Design status_array_v2, sky130hd; sources not shown.
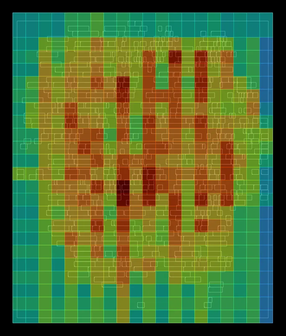
Figure 1: routing congestion.
total track usage: 19.7%
met2 Resource Use GR: 34.8%
grt met3 use: 3.02%
most used routing layer in global routing: met2

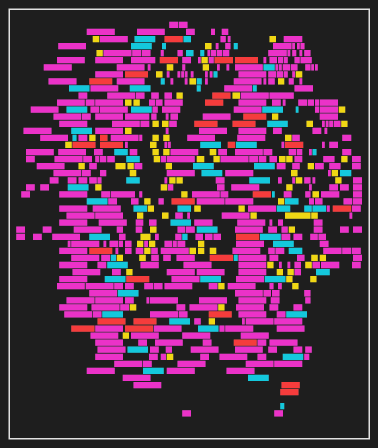
Figure 2: drive-strength map.
x2 -> cyan  # cells 66, share 11%
x3 and x4 -> yellow  # cells 92, share 15%
x6 and larger -> red  # cells 31, share 5.1%
x1 and smaller -> magenta  # cells 417, share 69%
final setup margin: 0.0833 ns
Non-clk bufs: 145
area grow syn2layout: 28.1%
final instance area: 9120 µm²

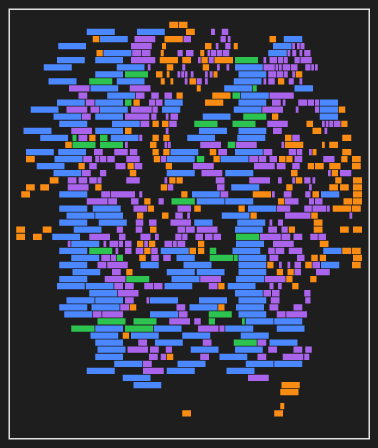
Figure 3: placed cells, one colour a class.
registers -> blue  # cells 143, share of their area 47%
clock drivers and dummy loads -> green  # cells 31, share of their area 6.5%
remaining buffers and delay cells -> orange  # cells 145, share of their area 15%
remaining logic cells -> purple  # cells 287, share of their area 32%
total core area: 21000 µm²
# rows: 58
flop share of the area: 45.5%

==> results.py <==
# Auto-generated metrics
metrics = {
    "yosys": {
        "top_cell_area_share_pct": 54.0,
        "synthTopCellsByCount": "edfxtp_1, mux2i_1, nor2_1",
        "ff_type": "edfxtp_1",
        "synth.distinct_cells": 48,
        "async_reset_ff_share_pct": 0,
    },
    "power_and_ir_drop": {
        "p_clk_share_pct": 44.9,
        "ir_drop_mv": 0.445,
        "p_sw_mw": 1.11,
        "clock_power_mw": 2.21,
        "pwr-share-seq_pct": 47.0,
        "powerSeq_mw": 2.31,
    },
    "sta": {
        "tightest_slew_ns": 0.533,
        "fin_hold_ws_ns": 0.502,
    },
    "finish": {
        "buf_share_pct": 14.1,
        "logic_gates": 273,
        "largestClassByArea": "flip-flops and latches",
    },
    "run_status": {
        "status": "completed",
    },
    "clock_network": {
        "cts_tree": "done",
        "hold_buffers": 0,
        "ctsRootBufferMaster": "clkbuf_16",
    },
    "run": {
        "warning_count": 27,
    },
    "setup_path": {
        "cpMaxStageDelayCell": "clkdlybuf4s50_1",
        "cp-start-kind": "primary input",
        "reg2reg_depth": 8,
        "reg2reg_slack_ns": 0.68,
        "cp_max_fo": 3,
        "worstPathRequired_ns": 1.96,
    },
    "worst_hold_path": {
        "hold_depth": 2,
    },
    "global_route": {
        "grt_pass1_wl_um": 32000,
        "grt_overflow": 0,
    },
    "die": {
        "core_util_floorplan_pct": 33.8,
    },
    "drt": {
        "vias_per_cell": 5.64,
    },
}
metal layers:
layer / vias up / wire length (µm)
met1: 2516 / 8930
met2: 218 / 11000
met5: - / 0
met3: 40 / 1340
li1: 2166 / -
met4: 0 / 551
cell families after synthesis:
family | share of synthesized area, %
compound gates | 11.3
fa+ha+maj | 0.176
simple gates | 5.22
xor+xnor | 0.492
mux | 20.6
buf+inv | 3.97
flops | 58.2
placed cells by master, fill, tap and decap left out, drive strengths merged, types with 11 or more instances in the layout:
cell type and instances:
clkbuf 29, mux2i 57, inv 15, buf 94, a21oi 12, a221oi 20
dlygate4sd3 11, mux4 39, clkdlybuf4s50 27, dfxtp 15, a22o 17, edfxtp 128
nand2 12, nor2 37
critical path: cells and delay by family:
kind,cells,cell delay (ns)
buf+inv,2,0.77
simple gates,1,0.26
No activity file was given, so power comes from the tool's default toggle rates.
